**Run 1: I/O pins on the die edge**

Drawn at 4 px/um. Pins as bars across the die edge, other pins in gray.
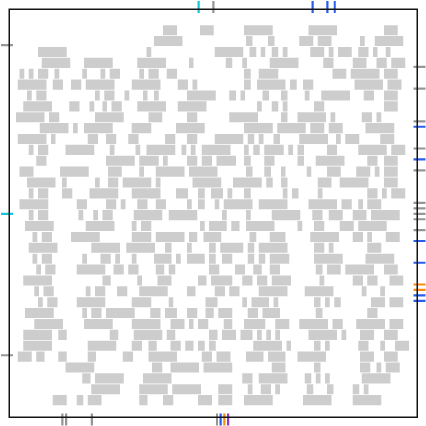
**Run 1: selected gate families**

Drawn at 3 px/um.
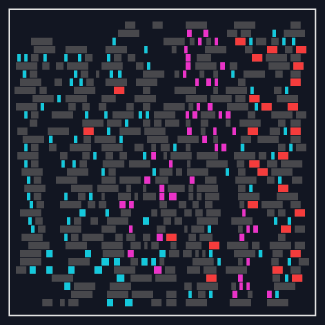
**Run 1: zoomed window**

Region (38, 18) to (63, 43) um. Cells in gray, sequential cells in the stronger gray; small squares are vias.
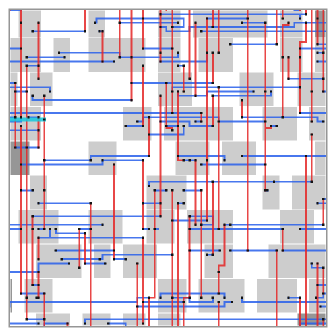
### src/rtl/jstk_spi_responder_pkg.sv
// Shared PmodJSTK framing constants, responder states and the response-word packer.
// The master-side decoder imports the same package so both ends agree on the bit layout.
package jstk_pkg;

  localparam int unsigned FRAME_BITS = 40;
  localparam logic [6:0]  CMD_PREFIX = 7'b1000000;

  typedef enum logic [1:0] {
    StWaitIdle,
    StIdle,
    StActive
  } jstk_state_e;

  // Five bytes, MSB first on the wire: X low, X high, Y low, Y high, buttons.
  function automatic logic [FRAME_BITS-1:0] pack_jstk(input logic [9:0] xpos,
                                                      input logic [9:0] ypos,
                                                      input logic [2:0] button);
    return {xpos[7:0], 6'b0, xpos[9:8], ypos[7:0], 6'b0, ypos[9:8], 5'b0, button};
  endfunction

endpackage

### src/rtl/jstk_spi_responder_if.sv
// SPI pin bundle between the joystick master and the PmodJSTK responder.
interface jstk_spi_responder_if;

  logic SCLK;
  logic SS;
  logic MOSI;
  logic MISO;

  modport master (
    output SCLK,
    output SS,
    output MOSI,
    input  MISO
  );

  modport slave (
    input  SCLK,
    input  SS,
    input  MOSI,
    output MISO
  );

endinterface

### src/rtl/jstk_spi_responder_sync.sv
// Input synchronizer for one asynchronous SPI pin, with registered rise/fall strobes.
module spi_in_sync #(
  parameter int unsigned SYNC_STAGES = 2
) (
  input  logic clk,
  input  logic rst,
  input  logic din,
  output logic level,
  output logic rise,
  output logic fall
);

  logic [SYNC_STAGES-1:0] sync_q;
  logic                   prev_q;
  logic                   rise_q;
  logic                   fall_q;

  assign level = sync_q[SYNC_STAGES-1];

  always_ff @(posedge clk) begin
    if (rst) begin
      sync_q <= '0;
      prev_q <= 1'b0;
      rise_q <= 1'b0;
      fall_q <= 1'b0;
    end else begin
      sync_q <= {sync_q[SYNC_STAGES-2:0], din};
      prev_q <= level;
      rise_q <= level & ~prev_q;
      fall_q <= ~level & prev_q;
    end
  end

  assign rise = rise_q;
  assign fall = fall_q;

endmodule

### src/rtl/jstk_spi_responder.sv
// PmodJSTK emulator: SPI mode-0 slave returning packed X/Y/button data and
// decoding the master's LED command byte.
module jstk_spi_responder #(
  parameter int unsigned SYNC_STAGES = 2
) (
  input  logic                        clk,
  input  logic                        rst,
  jstk_spi_responder_if.slave         spi,
  input  logic [9:0]                  xpos,
  input  logic [9:0]                  ypos,
  input  logic [2:0]                  button,
  output logic [1:0]                  led_cmd,
  output logic                        cmd_valid,
  output logic                        frame_err
);

  import jstk_pkg::*;

  localparam int unsigned MsB      = FRAME_BITS - 1;
  localparam logic [5:0]  FrameCnt = 6'(FRAME_BITS);
  localparam logic [5:0]  CntMax   = 6'(FRAME_BITS + 1);

  logic sclk_lvl, sclk_rise, sclk_fall;
  logic ss_lvl, ss_rise, ss_fall;
  logic mosi_lvl, mosi_rise, mosi_fall;

  spi_in_sync #(.SYNC_STAGES(SYNC_STAGES)) u_sclk_sync (
    .clk   (clk),
    .rst   (rst),
    .din   (spi.SCLK),
    .level (sclk_lvl),
    .rise  (sclk_rise),
    .fall  (sclk_fall)
  );

  spi_in_sync #(.SYNC_STAGES(SYNC_STAGES)) u_ss_sync (
    .clk   (clk),
    .rst   (rst),
    .din   (spi.SS),
    .level (ss_lvl),
    .rise  (ss_rise),
    .fall  (ss_fall)
  );

  spi_in_sync #(.SYNC_STAGES(SYNC_STAGES)) u_mosi_sync (
    .clk   (clk),
    .rst   (rst),
    .din   (spi.MOSI),
    .level (mosi_lvl),
    .rise  (mosi_rise),
    .fall  (mosi_fall)
  );

  logic unused_sync;
  assign unused_sync = ^{sclk_lvl, mosi_rise, mosi_fall};

  jstk_state_e state_q, state_d;
  logic [MsB:0] tx_q, tx_d;
  logic [MsB:0] rx_q, rx_d;
  logic [5:0]   cnt_q, cnt_d;
  logic         miso_q, miso_d;
  logic [1:0]   led_q, led_d;
  logic         cmd_valid_q, cmd_valid_d;
  logic         frame_err_q, frame_err_d;
  logic [MsB:0] resp_word;

  assign resp_word = pack_jstk(xpos, ypos, button);

  always_comb begin
    state_d     = state_q;
    tx_d        = tx_q;
    rx_d        = rx_q;
    cnt_d       = cnt_q;
    miso_d      = 1'b0;
    led_d       = led_q;
    cmd_valid_d = 1'b0;
    frame_err_d = 1'b0;

    unique case (state_q)
      StWaitIdle: begin
        if (ss_lvl) state_d = StIdle;
      end
      StIdle: begin
        if (ss_fall) begin
          tx_d    = resp_word;
          miso_d  = resp_word[MsB];
          cnt_d   = '0;
          rx_d    = '0;
          state_d = StActive;
        end
      end
      StActive: begin
        miso_d = miso_q;
        // SS rise wins over any SCLK edge landing in the same cycle.
        if (ss_rise) begin
          state_d = StIdle;
          miso_d  = 1'b0;
          if (cnt_q == FrameCnt) begin
            // Prefix LSB overlaps the first LED bit, so only its upper six bits are compared.
            if (rx_q[MsB -: 6] == CMD_PREFIX[6:1]) begin
              led_d       = rx_q[MsB-6 -: 2];
              cmd_valid_d = 1'b1;
            end
          end else begin
            frame_err_d = 1'b1;
          end
        end else begin
          if (sclk_rise) begin
            rx_d = {rx_q[MsB-1:0], mosi_lvl};
            if (cnt_q != CntMax) cnt_d = cnt_q + 6'd1;
          end
          if (sclk_fall) begin
            tx_d   = {tx_q[MsB-1:0], 1'b0};
            miso_d = tx_q[MsB-1];
          end
        end
      end
      default: begin
        state_d = StWaitIdle;
      end
    endcase
  end

  always_ff @(posedge clk) begin
    if (rst) begin
      state_q     <= StWaitIdle;
      tx_q        <= '0;
      rx_q        <= '0;
      cnt_q       <= '0;
      miso_q      <= 1'b0;
      led_q       <= 2'b00;
      cmd_valid_q <= 1'b0;
      frame_err_q <= 1'b0;
    end else begin
      state_q     <= state_d;
      tx_q        <= tx_d;
      rx_q        <= rx_d;
      cnt_q       <= cnt_d;
      miso_q      <= miso_d;
      led_q       <= led_d;
      cmd_valid_q <= cmd_valid_d;
      frame_err_q <= frame_err_d;
    end
  end

  assign spi.MISO  = miso_q;
  assign led_cmd   = led_q;
  assign cmd_valid = cmd_valid_q;
  assign frame_err = frame_err_q;

endmodule
### src/flat_wrapper.sv
// flat-port wrapper written by rule: the top's interface ports become plain ports
module jstk_spi_responder_flat import jstk_pkg::*;
#(
  parameter int unsigned SYNC_STAGES = 2
)
  (clk, rst, xpos, ypos, button, led_cmd, cmd_valid, frame_err, spi_SCLK, spi_SS, spi_MOSI, spi_MISO);
  jstk_spi_responder_if spi_i ();
  input  logic clk;
  input  logic rst;
  input  logic [9:0] xpos;
  input  logic [9:0] ypos;
  input  logic [2:0] button;
  output logic [1:0] led_cmd;
  output logic cmd_valid;
  output logic frame_err;
  input wire logic [$bits(spi_i.SCLK)-1:0] spi_SCLK;
  input wire logic [$bits(spi_i.SS)-1:0] spi_SS;
  input wire logic [$bits(spi_i.MOSI)-1:0] spi_MOSI;
  output wire logic [$bits(spi_i.MISO)-1:0] spi_MISO;
  assign spi_i.SCLK = spi_SCLK;
  assign spi_i.SS = spi_SS;
  assign spi_i.MOSI = spi_MOSI;
  assign spi_MISO = spi_i.MISO;
  jstk_spi_responder #(.SYNC_STAGES(SYNC_STAGES)) u_core (.clk(clk), .rst(rst), .spi(spi_i), .xpos(xpos), .ypos(ypos), .button(button), .led_cmd(led_cmd), .cmd_valid(cmd_valid), .frame_err(frame_err));
endmodule
### config.mk
export PLATFORM = sky130hd
export DESIGN_NAME = jstk_spi_responder_flat
export DESIGN_NICKNAME = d
export VERILOG_FILES = /design/src/rtl/jstk_spi_responder_pkg.sv /design/src/rtl/jstk_spi_responder_if.sv /design/src/rtl/jstk_spi_responder_sync.sv /design/src/rtl/jstk_spi_responder.sv /design/src/flat_wrapper.sv
export SDC_FILE = /design/constraint.sdc
export NUM_CORES = 1
export LEC_CHECK = 0
export ABC_CLOCK_PERIOD_IN_PS = 2090
export CAP_MARGIN = 20
export CELL_PAD_IN_SITES_DETAIL_PLACEMENT = 1
export CELL_PAD_IN_SITES_GLOBAL_PLACEMENT = 1
export CORE_UTILIZATION = 40
export CTS_BUF_LIST = sky130_fd_sc_hd__clkbuf_8
export DETAILED_ROUTE_END_ITERATION = 7
export MAX_ROUTING_LAYER = met4
export PLACE_DENSITY_LB_ADDON = 0.1
export SYNTH_ARGS = -nofsm -noshare
export SYNTH_HDL_FRONTEND = slang
export SYNTH_HIERARCHICAL = 1
export SYNTH_SLANG_ARGS = --single-unit
### constraint.sdc
create_clock -name clk -period 2.09 [get_ports clk]
set_input_delay 0.5225 -clock clk [delete_from_list [all_inputs] [get_ports clk]]
set_output_delay 0.5225 -clock clk [all_outputs]
set_load 0.005 [all_outputs]
==> impl_metrics.toml, run 1 <==
# synthesis and place-and-route metrics
[global_route]
grt_max_degree = 60
grtUsageMet3 = 0.0269

[routing]
vias = 3022
met1_length_mm = 3.93
routed_wl_mm = 8.13
via_per_inst = 5.26

[sta]
grt_setup_unrepaired = "no"
slew_headroom = 0.610
tightest_slew_ns = 0.569
fmax_ghz = 0.523

[placed_design]
place.gp.congestion = 0.749

[power]
power_leakage_nw = 1.52

[layout]
final_cell_mix = "dfxtp_1, nor2_1, a22oi_1"
comb_cells = 276
seq_share = 0.453
drive_above_1_share = 0.0673

[setup_path]
crit_chain = "inv_1, ha_2, mux2i_1, a21o_1, or4_1, a21oi_1"
reg2reg_slack_ns = 0.18
critPathSlowestCell = "or4_1"
critPathArrivalTime_ns = 2.20

[logic_synthesis]
synth_nets = 457
ys_warn_count = 6

[clock_network]
hold_buffers = 0
cts_buffers = 9

[run_status]
status = "completed"

[floorplan]
tap_cells = 129
row_count = 35
dieArea_um2 = 10300
## Picture notes: 'I/O pins on the die edge'
cyan -> `led_cmd`  # pins 2, direction output, edge 1 left, 1 top
blue -> `xpos`  # pins 10, direction input, edge 6 right, 3 top, 1 bottom
purple -> `spi_MISO`  # pins 1, direction output, edge bottom
orange -> `button`  # pins 3, direction input, edge 2 right, 1 bottom
all pins by edge = 18 right, 7 bottom, 5 top, 3 left
PortBufs: 32
height of the die: 102 um
Die W: 102 um

## Picture notes: 'selected gate families'
red -> multiplexers  # cells 26, most used mux2i_1
cyan -> NOR gates  # cells 89, most used nor2_1, where widely spread
magenta -> NAND gates  # cells 47, most used nand3_1
Commonest Layout Cell: dfxtp_1
Comb/total area: 0.377
Post-Layout Cell Count: 575

## Picture notes: 'zoomed window'
blue -> metal 1
cyan -> metal 3
red -> metal 2
cells with their middle in the window = 41
sequential cells in the window = 0
most frequent = inv_1 (5), buf_4 (5)

[run 1: worst min path at each step]
stage               slack, ns  depth (start not counted)                            endpoint
detailed placement       0.41                          1    u_core/u_ss_sync/rise$_SDFF_PP0_
finish                   0.42                          1  u_core/u_sclk_sync/rise$_SDFF_PP0_
global placement         0.40                          1  u_core/u_sclk_sync/rise$_SDFF_PP0_
global route             0.42                          1  u_core/u_sclk_sync/rise$_SDFF_PP0_
CTS                      0.42                          1  u_core/u_sclk_sync/rise$_SDFF_PP0_
floorplan                0.39                          1  u_core/u_sclk_sync/rise$_SDFF_PP0_
[run 1: power by group]
| group | internal [mW] | switching [mW] |
|---|---|---|
| Combinational | 0.272 | 0.433 |
| Clock | 0.435 | 0.686 |
| Sequential | 2.06 | 0.0521 |
| Total | 2.77 | 1.17 |
**Run 1: track usage over the die**

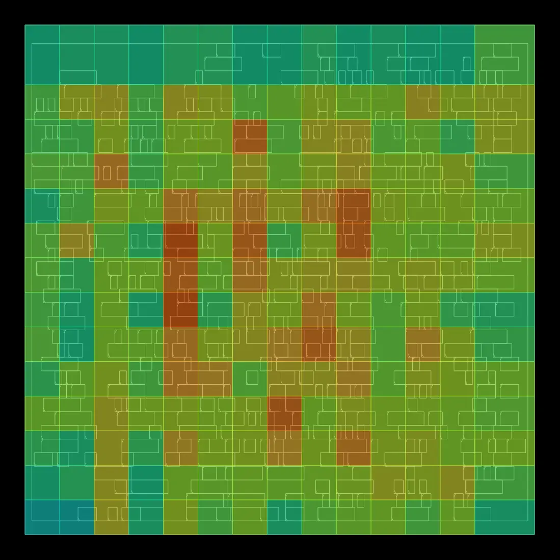

==> run 2, diff against run 1 <==
--- a/config.mk
+++ b/config.mk
@@ -7,7 +7,7 @@
 export LEC_CHECK = 0
 export ABC_CLOCK_PERIOD_IN_PS = 2090
 export CAP_MARGIN = 20
-export CELL_PAD_IN_SITES_DETAIL_PLACEMENT = 1
+export CELL_PAD_IN_SITES_DETAIL_PLACEMENT = 0
 export CELL_PAD_IN_SITES_GLOBAL_PLACEMENT = 1
 export CORE_UTILIZATION = 40
 export CTS_BUF_LIST = sky130_fd_sc_hd__clkbuf_8
**Run 2: track usage over the die**

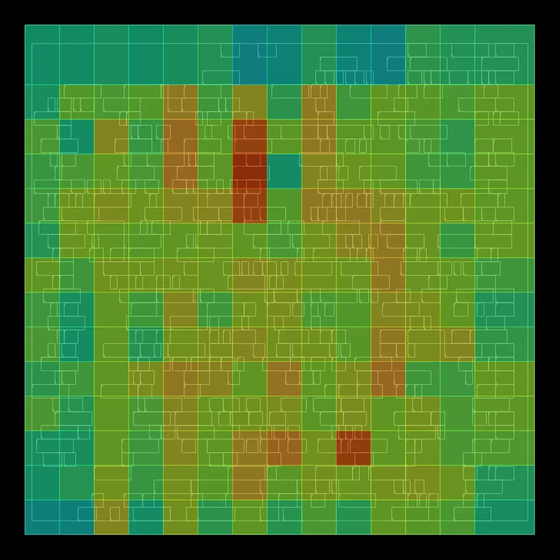
post-layout util: 0.490
aggregate global-route resource usage: 0.157
busiest layer in global routing: met2

==> impl_metrics.toml, run 2 <==
# synthesis and place-and-route metrics
[run_status]
status = "completed"

[logic_synthesis]
ys_warn_count = 6
synth_nets = 457

[floorplan]
die.size.y_um = 102
row_count = 35
fp.dieW_um = 102
dieArea_um2 = 10300

[clock_network]
ctsResizeCount = 0
clkSlewWorstSetupHoldPaths_ns = 0.10
hold_buffers = 0
cts_buffers = 9

[layout]
final_cells = 575
final_cell_mix = "dfxtp_1, nor2_1, a22oi_1"
drive_above_1_share = 0.0762
layout.nets = 477
final_common_cell = "dfxtp_1"

[placed_design]
hpwl_mm = 4.57

[sta]
tightest_slew_ns = 0.540
drv_slew = 0
slew_headroom = 0.640
fin_tns_setup_ns = 0
fmax_ghz = 0.534
grt_setup_unrepaired = "no"

[global_route]
antenna_found_initial = 0
grt_max_degree = 60

[setup_path]
critPathArrivalTime_ns = 2.16
reg2reg_slack_ns = 0.22
crit_chain = "inv_1, ha_2, nor2b_1, and4b_1, buf_4, a22oi_1, nor2_1"
critPathSlowestCell = "dfxtp_1"
cp-start-kind = "flop"

[hold_path]
worstHoldStart = "u_core/u_ss_sync/prev_q$_SDFF_PP0_"
min_to = "u_core/u_ss_sync/rise$_SDFF_PP0_"
min_path_cells = 1

[power]
power_leakage_nw = 1.54

[routing]
routed_wl_mm = 7.39
vias = 2950
via_per_inst = 5.13
**Run 2: selected gate families**

Drawn at 3 px/um.
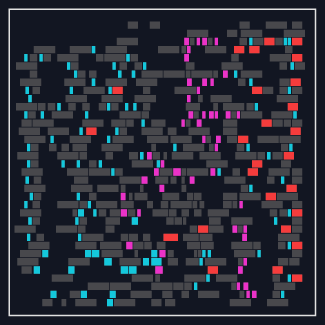
magenta -> NAND gates  # cells 47, most used nand3_1
cyan -> NOR gates  # cells 89, most used nor2_1, where widely spread
red -> multiplexers  # cells 26, most used mux2i_1
Comb/total area: 0.377

[run 2: metal layers]
metal / vias up / GRT usage / part of all wire
met1: 1385 / 0.186 / 0.48
met5: - / - / 0
li1: 1523 / - / -
met3: 6 / 0.0338 / 0.034
met4: 0 / 0.0491 / 0.0080
met2: 36 / 0.266 / 0.48
[run 2: area by class of cell]
class,count,area [um^2]
Fill cell,950,4800
Sequential cell,104,2080
Multi-Input combinational cell,276,1740
Timing Repair Buffer,42,415
Tap cell,129,161
Clock buffer,10,138
Clock inverter,6,50.0
Inverter,8,30.0
[run 2: power breakdown]
group	switching [mW]	internal, mW	total (mW)
combinational	0.427	0.275	0.702
sequential	0.0513	2.06	2.11
clock	0.696	0.483	1.18
total	1.17	2.82	3.99
**Run 2: where the registers sit**

Drawn at 3 px/um. Other sequential cells in the stronger gray, the rest of the logic in the fainter gray.
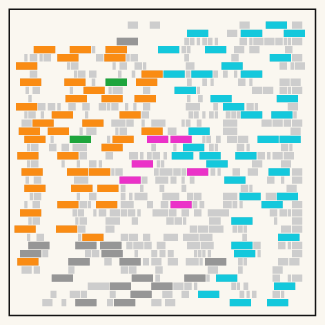

==> run 3, diff against run 2 <==
--- a/config.mk
+++ b/config.mk
@@ -9,11 +9,11 @@
 export CAP_MARGIN = 20
 export CELL_PAD_IN_SITES_DETAIL_PLACEMENT = 0
 export CELL_PAD_IN_SITES_GLOBAL_PLACEMENT = 1
-export CORE_UTILIZATION = 40
+export CORE_UTILIZATION = 46
 export CTS_BUF_LIST = sky130_fd_sc_hd__clkbuf_8
 export DETAILED_ROUTE_END_ITERATION = 7
 export MAX_ROUTING_LAYER = met4
-export PLACE_DENSITY_LB_ADDON = 0.1
+export PLACE_DENSITY = 0.85
 export SYNTH_ARGS = -nofsm -noshare
 export SYNTH_HDL_FRONTEND = slang
 export SYNTH_HIERARCHICAL = 1
**Run 3: where the registers sit**

Drawn at 3 px/um. Other sequential cells in the stronger gray, the rest of the logic in the fainter gray.
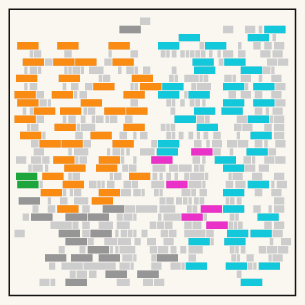
orange -> `u_core/rx_q`  # flops 40
green -> `u_core/led_cmd`  # flops 2
cyan -> `u_core/tx_q`  # flops 39
magenta -> `u_core/cnt_q`  # flops 6
post-layout util: 0.554
sequential cell area: 2080 um^2
Seq/total area: 0.453
Sequential Power: 2.11 mW

**Run 3: track usage over the die**

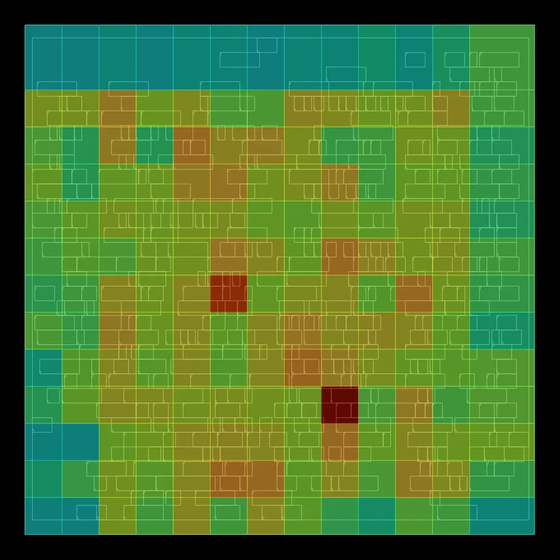
M3 GR Usage: 0.0314
M1 GR Usage: 0.215
wire per inst: 13.3 um
met2 Use GR: 0.284
aggregate global-route resource usage: 0.176

==> impl_metrics.toml, run 3 <==
# synthesis and place-and-route metrics
[sta]
grt_setup_unrepaired = "no"
fin_tns_setup_ns = 0

[floorplan]
row_count = 33
fp.dieW_um = 94.9

[layout]
final_common_cell = "dfxtp_1"
final_cell_mix = "dfxtp_1, nor2_1, a22oi_1"

[setup_path]
critPathSlowestCell = "or4_1"
reg2reg_slack_ns = 0.16

[clock_network]
cts_buffers = 9
hold_buffers = 0
ctsResizeCount = 0

[global_route]
antenna_found_initial = 0
grt_max_degree = 65
grt_most_used_layer = "met2"

[routing]
via_per_inst = 5.44
dr_wl_met2_mm = 3.22
routed_wl_mm = 7.28
wl_met3_um = 255

[run_status]
status = "completed"

[logic_synthesis]
ys_warn_count = 6

[hold_path]
min_path_cells = 1
[run 3: critical path, delay by kind of cell (launching register included)]
kind,cells,cell delay (ns)
DFF,1,0.36
buffers and inverters,1,0.10
adders and majority gates,1,0.33
and+or+nand+nor,1,0.46
muxes,1,0.24
AOI/OAI and AO/OA,2,0.37
[run 3: final cells by class]
class,count,area share
clock buffers,10,0.0299
clock inverters,5,0.0122
inverters,8,0.00653
multi-input cells,276,0.376
flip-flops and latches,104,0.453
well taps,105,0.0286
repair buffers,41,0.0941
[run 3: power breakdown]
part / leakage [nW] / switching (mW) / total [mW] / internal [mW]
combinational: 0.601 / 0.424 / 0.696 / 0.272
sequential: 0.840 / 0.0514 / 2.11 / 2.06
clock: 0.0985 / 0.660 / 1.24 / 0.580
Power figures rest on the tool's default switching activity, not on a simulated workload.
